File: src/rtl/mult_div_unit.sv
// Iterative signed multiply (radix-2 Booth) / divide (restoring) unit, 32 iterations per op.
// Optional macro DIV_BY_ZERO_TRAP_EN: a divide by zero finishes early with div_zero set.
module mult_div_unit (
    input  logic        clk,
    input  logic        reset,
    input  logic        op_start,
    input  logic        op_sel,
    input  logic [31:0] a_in,
    input  logic [31:0] b_in,
    output logic [31:0] hi_out,
    output logic [31:0] lo_out,
    output logic        busy,
    output logic        done,
    output logic        div_zero,
    output logic [1:0]  fsm_state
);

    typedef enum logic [1:0] {IDLE = 2'd0, MULT = 2'd1, DIV = 2'd2, DONE = 2'd3} state_t;

    state_t      state;
    logic [5:0]  count;
    logic        op_reg;
    logic [31:0] a_reg;
    logic [31:0] b_reg;
    logic [31:0] acc_hi;
    logic [31:0] acc_lo;
    logic        q_m1;

    logic [31:0] a_in_mag;
    logic [31:0] b_mag;
    logic [32:0] booth_m;
    logic [32:0] booth_sum;
    logic [32:0] div_shift;
    logic [32:0] div_diff;
    logic        div_ge;

    assign fsm_state = state;
    assign a_in_mag  = a_in[31] ? (32'd0 - a_in) : a_in;
    assign b_mag     = b_reg[31] ? (32'd0 - b_reg) : b_reg;

    // One extra adder bit keeps A +/- M exact when M is the most negative value.
    always_comb begin
        booth_m   = {a_reg[31], a_reg};
        booth_sum = {acc_hi[31], acc_hi};
        case ({acc_lo[0], q_m1})
            2'b01:   booth_sum = {acc_hi[31], acc_hi} + booth_m;
            2'b10:   booth_sum = {acc_hi[31], acc_hi} - booth_m;
            default: booth_sum = {acc_hi[31], acc_hi};
        endcase
    end

    assign div_shift = {acc_hi, acc_lo[31]};
    assign div_ge    = (div_shift >= {1'b0, b_mag});
    assign div_diff  = div_shift - {1'b0, b_mag};

`ifdef DIV_BY_ZERO_TRAP_EN
    logic dz_flag;
    assign div_zero = dz_flag;
`else
    assign div_zero = 1'b0;
`endif

    always_ff @(posedge clk or negedge reset) begin
        if (!reset) begin
            state  <= IDLE;
            count  <= 6'd0;
            op_reg <= 1'b0;
            a_reg  <= 32'd0;
            b_reg  <= 32'd0;
            acc_hi <= 32'd0;
            acc_lo <= 32'd0;
            q_m1   <= 1'b0;
            hi_out <= 32'd0;
            lo_out <= 32'd0;
            busy   <= 1'b0;
            done   <= 1'b0;
`ifdef DIV_BY_ZERO_TRAP_EN
            dz_flag <= 1'b0;
`endif
        end else begin
            done <= 1'b0;
`ifdef DIV_BY_ZERO_TRAP_EN
            dz_flag <= 1'b0;
`endif
            case (state)
                IDLE: begin
                    if (op_start) begin
                        a_reg  <= a_in;
                        b_reg  <= b_in;
                        op_reg <= op_sel;
                        count  <= 6'd0;
                        acc_hi <= 32'd0;
                        acc_lo <= op_sel ? a_in_mag : b_in;
                        q_m1   <= 1'b0;
                        busy   <= 1'b1;
                        state  <= op_sel ? DIV : MULT;
                    end
                end
                MULT: begin
                    if (count == 6'd32) begin
                        hi_out <= acc_hi;
                        lo_out <= acc_lo;
                        done   <= 1'b1;
                        state  <= DONE;
                    end else begin
                        acc_hi <= booth_sum[32:1];
                        acc_lo <= {booth_sum[0], acc_lo[31:1]};
                        q_m1   <= acc_lo[0];
                        count  <= count + 6'd1;
                    end
                end
                DIV: begin
`ifdef DIV_BY_ZERO_TRAP_EN
                    if (b_reg == 32'd0) begin
                        done    <= 1'b1;
                        dz_flag <= 1'b1;
                        state   <= DONE;
                    end else
`endif
                    if (count == 6'd32) begin
                        // Quotient truncates toward zero; remainder follows the dividend sign.
                        lo_out <= (a_reg[31] ^ b_reg[31]) ? (32'd0 - acc_lo) : acc_lo;
                        hi_out <= a_reg[31] ? (32'd0 - acc_hi) : acc_hi;
                        done   <= 1'b1;
                        state  <= DONE;
                    end else begin
                        acc_hi <= div_ge ? div_diff[31:0] : div_shift[31:0];
                        acc_lo <= {acc_lo[30:0], div_ge};
                        count  <= count + 6'd1;
                    end
                end
                DONE: begin
                    busy  <= 1'b0;
                    state <= IDLE;
                end
                default: state <= IDLE;
            endcase
        end
    end

    // op_reg records the accepted operation for debug visibility alongside fsm_state.
    logic unused_op;
    assign unused_op = op_reg;

endmodule

File: config.mk
export PLATFORM = sky130hd
export DESIGN_NAME = mult_div_unit
export DESIGN_NICKNAME = d
export VERILOG_FILES = /design/src/rtl/mult_div_unit.sv
export SDC_FILE = /design/constraint.sdc
export NUM_CORES = 1
export LEC_CHECK = 0
export CORE_MARGIN = 2
export CORE_UTILIZATION = 30
export CTS_BUF_LIST = sky130_fd_sc_hd__clkbuf_8
export CTS_CLUSTER_SIZE = 30
export DETAILED_ROUTE_END_ITERATION = 12
export PLACE_DENSITY = 0.52
export SYNTH_ARGS = -nofsm -noshare
export SYNTH_HDL_FRONTEND = slang
export SYNTH_SLANG_ARGS = --single-unit
File: constraint.sdc
create_clock -name clk -period 5.7 [get_ports clk]
set_clock_uncertainty 0.2 [all_clocks]
set_input_delay 0.57 -clock clk [delete_from_list [all_inputs] [get_ports clk]]
set_output_delay 0.57 -clock clk [all_outputs]
set_load 0.02 [all_outputs]
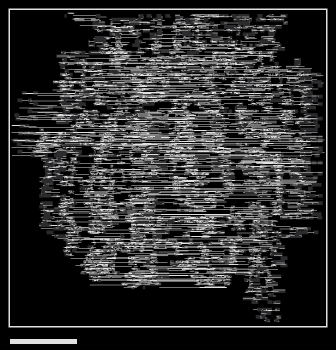
*The metal 1 layer*
Scale bar: 50 um.
2008 nets have wire on it. The layer carries 26.8 mm of wire. The layer holds 47% of the routed length. The wires run mostly horizontal. The longest straight run is 100 um.
grt met1 use: 0.289
Vias: 14700
drt total wl: 57.1 mm

==> flow_metrics.tcl <==
# flow metrics
set metrics [dict create \
    yosys.area_share.simple 0.161 \
    mostFrequentLayoutCell "nand2_1" \
    insertion_delay_ps 630 \
    seq_area_um2 5080 \
    synth-edff-count 0 \
    antenna_cells 0 \
    critical-path-max-stage-delay_ps 590 \
    ys.flop_type "dfrtp_1" \
    final_area_um2 18800 \
    fin_cells 2742 \
    finalSetupTns_ps 0 \
    ys_chip_area_um2 15900 \
    via_per_inst 5.38 \
    antenna_left 0 \
    finalCriticalPeriod_ps 5280 \
    topCellsByArea "dfrtp_1 (32%), o21ai_0 (6.9%), xnor2_1 (6.8%)" \
    worstPathCellList "or4_1 > or3_1 > nand2b_1 > nand2b_1 > o31ai_1 > xor2_1 > ha_1 > a21o_1 > a31oi_1 > o21ai_0 > a22oi_1 > o21ai_0 > a311o_2 > buf_12 > mux2_2 > a221oi_1 > nor2_1" \
    rsz0062_at_grt "false" \
    cts_tree "yes" \
    final-comb-area_um2 10200 \
    worst_pin_slew_ps 990 \
    first_iter_violations 1257 \
    grt_first_pass_wirelength_mm 87.0 \
    n_sequential_cell 203 \
    buffers 180 \
    synthTopLogicFamily "AND-OR/OR-AND gates" \
    die_y_um 234 \
    core_um2 52400 \
    clock_area_frac 0.0423 \
    drive_gt1_frac 0.0974 \
    cp.required_ps 6010 \
    power.switching_mw 6.72 \
    inv_count 50 \
    worstSetupPathType "reg -> reg" \
    grt_overflow 0 \
    grt_pass1_vias 14400 \
    cts-root-buf "clkbuf_8" \
    drc 0 \
    syn_to_final_growth_pct 18.5 \
    synth-seq-cells 203 \
    most-common-layout-cells "nand2_1 (251), o21ai_0 (218), dfrtp_1 (203)" \
    chipArea_um2 54900 \
    setup_violations 0 \
    comb_cells 1553 \
    ys_sh_aoi 0.239 \
    biggestCellCategory "multi-input combinational cells" \
    most_common_cell "nand2_1" \
    critPathTopFamily "AND-OR/OR-AND gates" \
    fin_nets 2174 \
    arrival_ps 5590 \
    syn_nets 2071 \
    ys_sh_adder 0.0623 \
    fmax_ghz 0.189 \
    initCoreUtil 0.303 \
    ys_top_cells_by_count "nand2_1 (252), o21ai_0 (218), dfrtp_1 (203), a21oi_1 (141), nor2_1 (131)" \
    finalHoldViolCount 0 \
    finalMaxSlewViolations 0 \
    regToRegSetupSlack_ps 420 \
    clkSlewWorstSetupHoldPaths_ps 60 \
    dpl.cell_count 2671 \
    ys_types 70 \
    place_area_um2 18000 \
    io_pins 137 \
    gp_congestion 0.914 \
    power_mw 13.0 \
    port_buffers 135 \
    final-nonclk-buf-share 0.0906 \
    muxShareOfSynthArea 0.0626 \
    cts_sinks 203 \
    yosysTopAreaCell "dfrtp_1" \
    syn_inst 1925 \
    grt_usage 0.208 \
    synth.avg_cell_area_um2 8.26 \
    outcome "complete, no violations" \
    hpwl_mm 45.2 \
    final_core_util 0.359 \
    crit_path_end_kind "register" \
    clock_path_buffers 3 \
    seq_share 0.270 \
    path_max_fanout 16 \
    critPathBufInv 1 \
    warnings 32 \
    p_clk_frac 0.116 \
    taps 688 \
    power_frac_seq 0.205 \
    combPwrFrac 0.678 \
    fp-row-count 84 \
    max_slew_margin 0.337 \
    period_used_share 0.926 \
    leakage_nw 7.82 \
    clkbuf_count 49 \
    switching_share 0.516 \
    p_per_area_nw_per_um2 690 \
    slowest_stage "or4_1" \
    fillers 5380 \
    drtPass1Iterations 6 \
    ir_worst_vdd_v 0.000346 \
    ys_cells 1925 \
    antenna_found_initial 0 \
    dieWidth_um 234 \
    yosys_warnings 0 \
]
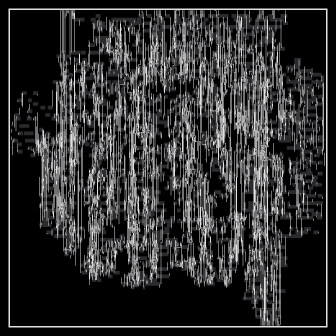
*Signal wires on met2*
The layer holds 43% of the routed length. 1721 nets have wire on it. The longest straight run is 77.9 um.
met2 Track Usage GR: 0.317

==> what timing repair did <==
action,CTS,global route
setup buffers,0,2
gates resized,0,1
endpoints found under the setup margin,0,13
endpoints found under the hold margin,75,0
hold buffers,1,0
==> through the flow <==
stage | hold slack [ps] | worst slack (ps)
after detailed placement | 270 | 302
after global routing | 297 | 86.3
final | 274 | 422
after CTS | 283 | 258
after floorplan | 74.4 | 526
after global placement | 263 | 380
==> layer usage <==
layer / vias up / global-route usage / part of all wire
met2: 420 / 0.317 / 0.43
met3: 91 / 0.0520 / 0.074
met4: 0 / 0.0603 / 0.024
met5: - / 0 / 0
met1: 7059 / 0.289 / 0.47
li1: 7171 / - / -
==> cell families after synthesis <==
family / Yosys count
AOI/OAI and AO/OA: 614
xor gates and xnor gates: 208
adders and majority gates: 78
buffers and inverters: 169
DFF: 203
muxes: 90
other: 1
and+or+nand+nor: 562
==> final timing paths <==
kind | to | cells past startpoint | start
max in group asynchronous | b_reg[11]$_DFFE_PN0P_ | 3 | reset
worst min register to register | hi_out[10]$_DFFE_PN0P_ | 2 | hi_out[10]$_DFFE_PN0P_
worst min-delay path | hi_out[10]$_DFFE_PN0P_ | 2 | hi_out[10]$_DFFE_PN0P_
min in group asynchronous | lo_out[16]$_DFFE_PN0P_ | 2 | reset
worst max-delay path | acc_hi[1]$_DFFE_PN0P_ | 17 | b_reg[6]$_DFFE_PN0P_
worst max register to register | acc_hi[1]$_DFFE_PN0P_ | 17 | b_reg[6]$_DFFE_PN0P_
==> power by group through the flow <==
stage,sequential [mW],clock (mW),combinational (mW)
final,2.67,1.51,8.82
after global routing,2.75,1.62,9.79
after detailed placement,2.68,0,8.63
after CTS,2.66,1.55,8.69
after global placement,2.66,0,8.62
after floorplan,2.40,0,6.52
No activity file was given, so power comes from the tool's default toggle rates.
